Design wb_ack_latency_monitor, sky130hd; sources not shown.
run_1/congestion.png
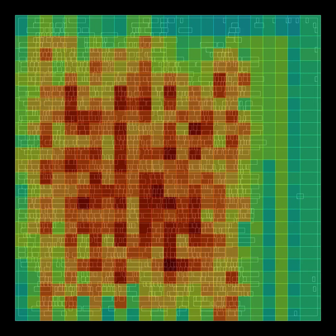
Routed wire per std cell: 18.9 um
grt met3 use: 4.37%

run_1/layer_met1.png
Bar = 50 um. Supply wires on this layer in grey.
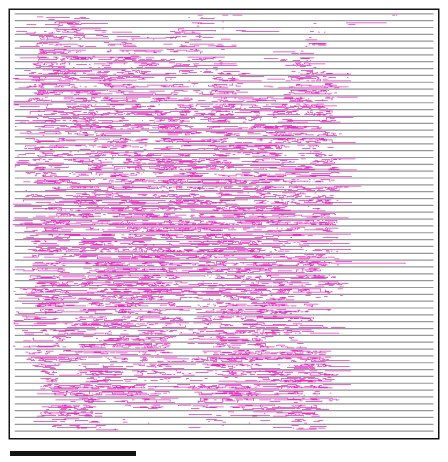
share of all routed wire = 42%
nets with wire on the layer = 1645
wire length on this layer = 15900 um
Routed WL: 38100 um
met1 Resource Use GR: 35.7%
detailed-route via count: 12200

run_1/logic_types.png
Bar = 50 um.
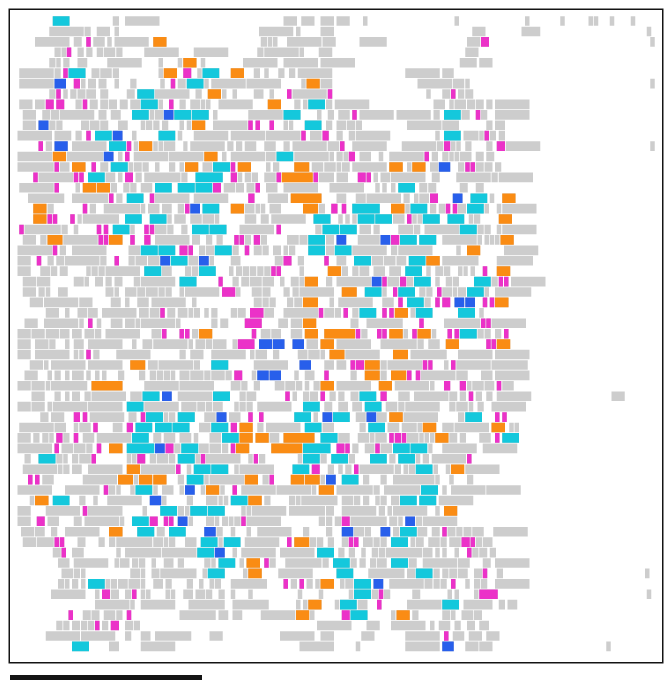
non-inverting ao/oa cells -> blue  # cells 38
fa/ha/maj cells -> cyan  # cells 140
mux cells -> orange  # cells 90
nor cells -> magenta  # cells 212, where spread over the die
most frequent logic cell in the layout: dfrtp_1
Comb/total area: 53.0%
non-filler instance count after layout: 2019

==> Changelog: implementation, run 1 <==
## Flow update

- RSZ-0062 raised after global routing: false
- Power Dens Cells: 457 nW/um^2
- Mux cell area share: 7.12%
- Final total power: 7.08 mW
- Num Clock Sinks: 198
- Final antenna-violating net count: 0
- Setup TNS: 0 ns
- Worst Setup Start Kind: primary input
- Worst hold path type: primary input to async pin
- Ys Warns: 0
- Ports: 96
- CTS buffer count: 17
- Period utilization: 83.7%
- Adder Share, Synth: 12.8%
- Buffers on Ports: 55
- Clk root buf: clkbuf_16
- Worst slew pin tran: 0.870 ns
- Vias in the first global route: 11700
- Simple-Gate Fraction of Synth Area: 17.4%
- FP Rows: 61
- Clk slew on worst S/H paths: 0.07 ns
- Clock tree buffer depth: 2
- Antenna diode count: 0
- Reg-to-reg setup timing slack: 0.67 ns
- Synth top cell by count: dfrtp_1
- Layout cells sized above 1: 8.23%
- Skew final: 0.0160 ns
- Cell Area, Synth: 14000 um^2
- Final hold viol count: 0
- Late-Pin Clk Latency: 0.46 ns
- Comb area leader: simple AND/OR/NAND/NOR gates
- Arrival @ worst endpoint: 3.50 ns
- EDFF count, synth: 0
- Final HPWL DP: 27800 um
- Post-Synthesis Cells: 1592
- Sequential share of the synthesized area: 35.8%
- Largest net degree at the start of global routing: 99
- Post-synth area hogs: dfrtp_1 (30%), ha_1 (12%), dfstp_2 (6.2%), mux2i_1 (4.9%), nor2_1 (4.4%)
- # H-tree levels: 4
- Crit Path Max Fanout: 9
- Yosys cell count: 1592
- First drt pass iteration count: 9
- Distinct cells, synth: 65
- Setup crit end kind: register
- Complex Gates by Area: 17.1%
- Layout Nets: 1825
- Max-slew violations: 0
- Area grow syn2layout: 10.8%
- Main synth FF type: dfrtp_1
- Status: finished, final reports clean
- Die width: 170 um
- Final min period: 3.14 ns
- Initial core utilization: 50.6%
- Fillers: 2456
- Highest Clock Rate: 319 MHz
- GRT Util Overall: 27.1%
- Antenna violations before repair: 0
- First-pass GRT wire length: 61400 um
- Core region area: 27600 um^2
- Maximum vdd drop: 0.337 mV
- DRT iter0 DRCs: 1128
- Most instantiated cells after synthesis: dfrtp_1 (165), nor2_1 (163), nand2_1 (146), ha_1 (136), o21ai_0 (121)
- Xor+xnor area frac: 3.82%
- Ys flops: 198
- Yosys top cell by area: dfrtp_1
- Setup violators final: 0
- Die H: 170 um
- WS Path Type: primary input to register
- Chip area: 29000 um^2
- Crit path required time: 4.11 ns
- Leak Pwr: 6.83 nW
- DRC: 0
- Post-synth ARST share: 100%
- Count of tool warnings: 62
- Syn Area/Cell: 8.78 um^2
- Register-to-Register Path Depth: 14
- Max_cap viols: 0
- Top cell area share: 29.6%
- GP Congestion: 0.975
- CTS tree: yes
- Max-slew headroom: 41.2%
- Vias/cell: 6.05
- Yosys synthesis chip area: 14000 um^2
- GR Overflow Total: 0
==> run 1: final cells by class <==
cell class / count / area (um^2) / share of cell area (%)
repair buffers: 85 / 787 / 5.08
inverters: 114 / 428 / 2.76
well taps: 378 / 473 / 3.06
flip-flops and latches: 198 / 5000 / 32.3
multi-input cells: 1212 / 8210 / 53.0
clock buffers: 18 / 429 / 2.77
clock inverters: 14 / 159 / 1.03
==> run 1: routing by layer <==
metal / routed length (um) / GRT usage [%] / vias up
met5: 0 / 0 / -
met4: 1910 / 14.5 / 0
met3: 3060 / 4.37 / 135
met2: 17300 / 42.7 / 544
met1: 15900 / 35.7 / 5863
li1: - / - / 5678
==> run 1: metrics by stage <==
| stage | worst slack (ns) | instance area (um^2) | hold slack, ns | std cells | utilization, % |
|---|---|---|---|---|---|
| final | 0.611 | 15500 | 0.189 | 2019 | 56.0 |
| after global placement | 0.279 | 14900 | 0.468 | 1987 | 53.9 |
| after CTS | 0.679 | 15500 | 0.243 | 2019 | 56.0 |
| after floorplan | 0.939 | 14000 | 0.267 | 1607 | - |
| after global routing | 0.461 | 15500 | 0.274 | 2019 | 56.0 |
| after detailed placement | 0.237 | 14900 | 0.479 | 1987 | 53.9 |
==> run 1: kinds of logic after synthesis <==
group / count (synthesis)
mux: 90
fa+ha+maj: 140
xor+xnor: 61
other cells: 1
compound gates: 384
buf+inv: 197
simple gates: 521
flops: 198
==> run 1: placed cells by master, fill, tap and decap left out, types with 18 or more instances in the layout <==
master,n
dfrtp_1,165
ha_1,136
and2_1,21
nor2b_1,21
nand4_1,28
nand3_1,64
buf_4,29
o21ai_0,121
a21oi_1,105
inv_1,113
clkdlybuf4s50_1,53
nor3_1,18
xnor2_1,52
nand2_1,146
mux2i_1,69
dfstp_2,33
nor2_1,163
==> run 1: power breakdown <==
part | switching, mW | internal (mW) | leakage [nW]
clock | 0.923 | 0.950 | 0.282
sequential | 0.385 | 2.42 | 2.56
combinational | 1.35 | 1.05 | 3.99
total | 2.65 | 4.42 | 6.83
==> run 1: critical path, cell delays in order <==
cell and delay, ns:
clkdlybuf4s50_1 0.60, and3_1 0.33, and2_1 0.30, ha_1 0.29, nand4_1 0.16, nor2_1 0.08
or4_1 0.65, or3_1 0.41, nand3_1 0.11
run_1/detail.png
Bar = 10 um. Region (108, 23) to (148, 63) um. Cells in grey, sequential cells in the stronger grey; small squares are vias.
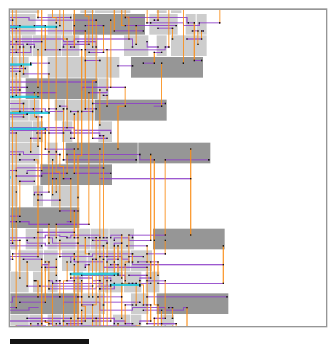

==> run 1 -> run 2 <==
Clock period 3.75 ns to 2.9 ns, I/O delays scaled along.
run_2/detail.png
Bar = 10 um. Region (108, 23) to (148, 63) um. Cells in grey, sequential cells in the stronger grey; small squares are vias.
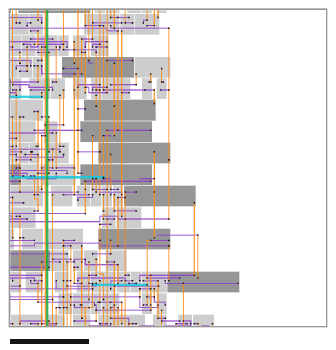
metal 4 -> green
metal 3 -> cyan
metal 1 -> purple
metal 2 -> orange
most frequent = dfrtp_1 (9)
sequential cells in the window = 9
cells with their middle in the window = 73

run_2/congestion.png
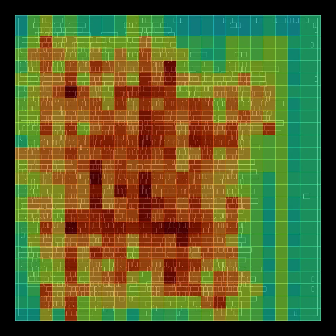
GRT Util Overall: 28.3%
busiest grt layer: met2
met1 Resource Use GR: 36.6%

==> Changelog: implementation, run 2 <==
## Flow update

- Top Layout Cells: dfrtp_1 (165), nor2_1 (163), nand2_1 (146)
- WS Path Type: register to register
- Routed WL: 39700 um
- Non-filler instance count after layout: 2078
- Setup violators final: 0
- Crit Path Max Fanout: 3
- Max-slew headroom: 55.5%
- Post-Synthesis Cells: 1592
- Cell Chain, Critical Path: inv_1 > ha_1 > nor2b_1 > o21ai_0 > a21oi_1 > o41ai_2 > xnor2_1 > ha_1 > nand3_2 > nor2_1 > a31oi_1 > o21ai_0 > a21oi_1
- DRC: 0
- Status: finished, final reports clean
- Initial core utilization: 50.6%
- Power Dens Cells: 591 nW/um^2
- Vias/cell: 6.10
- Main synth FF type: dfrtp_1
- Count of tool warnings: 62
- Distinct cells, synth: 65
- Max incr delay on CP: 0.54 ns
- Worst slew pin tran: 0.667 ns
- Num Clock Sinks: 198
- Crit path required time: 3.23 ns
- Cell Area, Synth: 14000 um^2
- Area grow syn2layout: 15.3%
- Die H: 170 um
- FP Rows: 61
- Detailed-route via count: 12700
- Final Util: 58.3%
- Largest net degree at the start of global routing: 76
- Post-synth area hogs: dfrtp_1 (30%), ha_1 (12%), dfstp_2 (6.2%), mux2i_1 (4.9%), nor2_1 (4.4%)
- Synth top cell by count: dfrtp_1
- CP Buf/Inv Count: 1
- Final antenna-violating net count: 0
- Final HPWL DP: 28900 um
- Skew final: 0.0103 ns
- EDFF count, synth: 0
- Late-Pin Clk Latency: 0.45 ns
- Crit-path slowest cell: dfstp_2
- Clock tree buffer depth: 2
- Sequential share of the synthesized area: 35.8%
- GP Congestion: 1.03
- Chip area: 29000 um^2
- Syn Area/Cell: 8.78 um^2
- Most instantiated cells after synthesis: dfrtp_1 (165), nor2_1 (163), nand2_1 (146), ha_1 (136), o21ai_0 (121)
- Max_cap viols: 0
- Leak Pwr: 7.18 nW
- First-pass GRT wire length: 63800 um
- Final min period: 2.83 ns
- Ys Warns: 0
- Critical path depth: 13
- First drt pass iteration count: 7
- Ys flops: 198
- Max-slew violations: 0
- Setup crit end kind: register
- Clk root buf: clkbuf_16
- Yosys top cell by area: dfrtp_1
- Register-to-Register Path Depth: 13
- Worst Setup Start Kind: register
- CTS tree: yes
- Vias in the first global route: 12200
- Post-synth ARST share: 100%
- CTS buffer count: 17
- Arrival @ worst endpoint: 3.16 ns
- Layout Nets: 1883
- Worst path top cell family by delay: AND-OR/OR-AND gates
- Core region area: 27600 um^2
- Layout cells sized above 1: 12.9%
- Top cell area share: 29.6%
- Highest Clock Rate: 353 MHz
- Period utilization: 97.5%
- Yosys cell count: 1592
- # H-tree levels: 4
- DRT iter0 DRCs: 1306
- Antenna violations before repair: 1
==> run 2: through the flow <==
step | instance area (um^2) | setup TNS (ns) | power, mW | setup WS, ns | hold slack [ns]
6_report | 16100 | 0 | 9.53 | 0.0711 | 0.0140
5_1_grt | 16100 | -0.0978 | 10.0 | -0.0595 | 0.0564
4_1_cts | 16000 | -0.215 | 9.26 | -0.119 | 0.0384
3_5_place_dp | 15300 | -0.144 | 6.75 | -0.0257 | 0.470
3_3_place_gp | 15300 | 0 | 6.56 | 0.0328 | 0.468
2_1_floorplan | 14000 | 0 | 5.69 | 0.216 | 0.139
==> run 2: where the power goes <==
| part | internal [mW] | switching (mW) |
|---|---|---|
| logic | 1.51 | 1.90 |
| clock network | 1.32 | 1.18 |
| registers | 3.13 | 0.486 |
==> run 2: final cells by class <==
| cell class | instances | area (um^2) |
|---|---|---|
| repair buffers | 143 | 1270 |
| diodes | 1 | 2.50 |
| flip-flops and latches | 198 | 5000 |
| inverters | 114 | 428 |
| well taps | 378 | 473 |
| fillers | 2304 | 11500 |
| clock inverters | 14 | 163 |
| multi-input cells | 1212 | 8330 |
| clock buffers | 18 | 439 |
==> run 2: metal layers <==
layer | vias up | routed length, um | global-route usage [%]
met1 | 6071 | 15700 | 36.6
met5 | - | 0 | 0
li1 | 5789 | - | -
met2 | 656 | 18300 | 44.6
met3 | 158 | 3550 | 5.53
met4 | 0 | 2150 | 15.5
==> run 2: logic make-up after synthesis <==
| group | share of synthesized area [%] |
|---|---|
| AND/OR/NAND/NOR | 17.4 |
| AND-OR/OR-AND | 17.1 |
| flip-flops | 35.8 |
| buffers and inverters | 6.00 |
| adder cells (fa/ha/maj) | 12.8 |
| multiplexers | 7.12 |
| XOR/XNOR | 3.82 |
| other | 0.0268 |
Power and IR drop assume default switching activity.
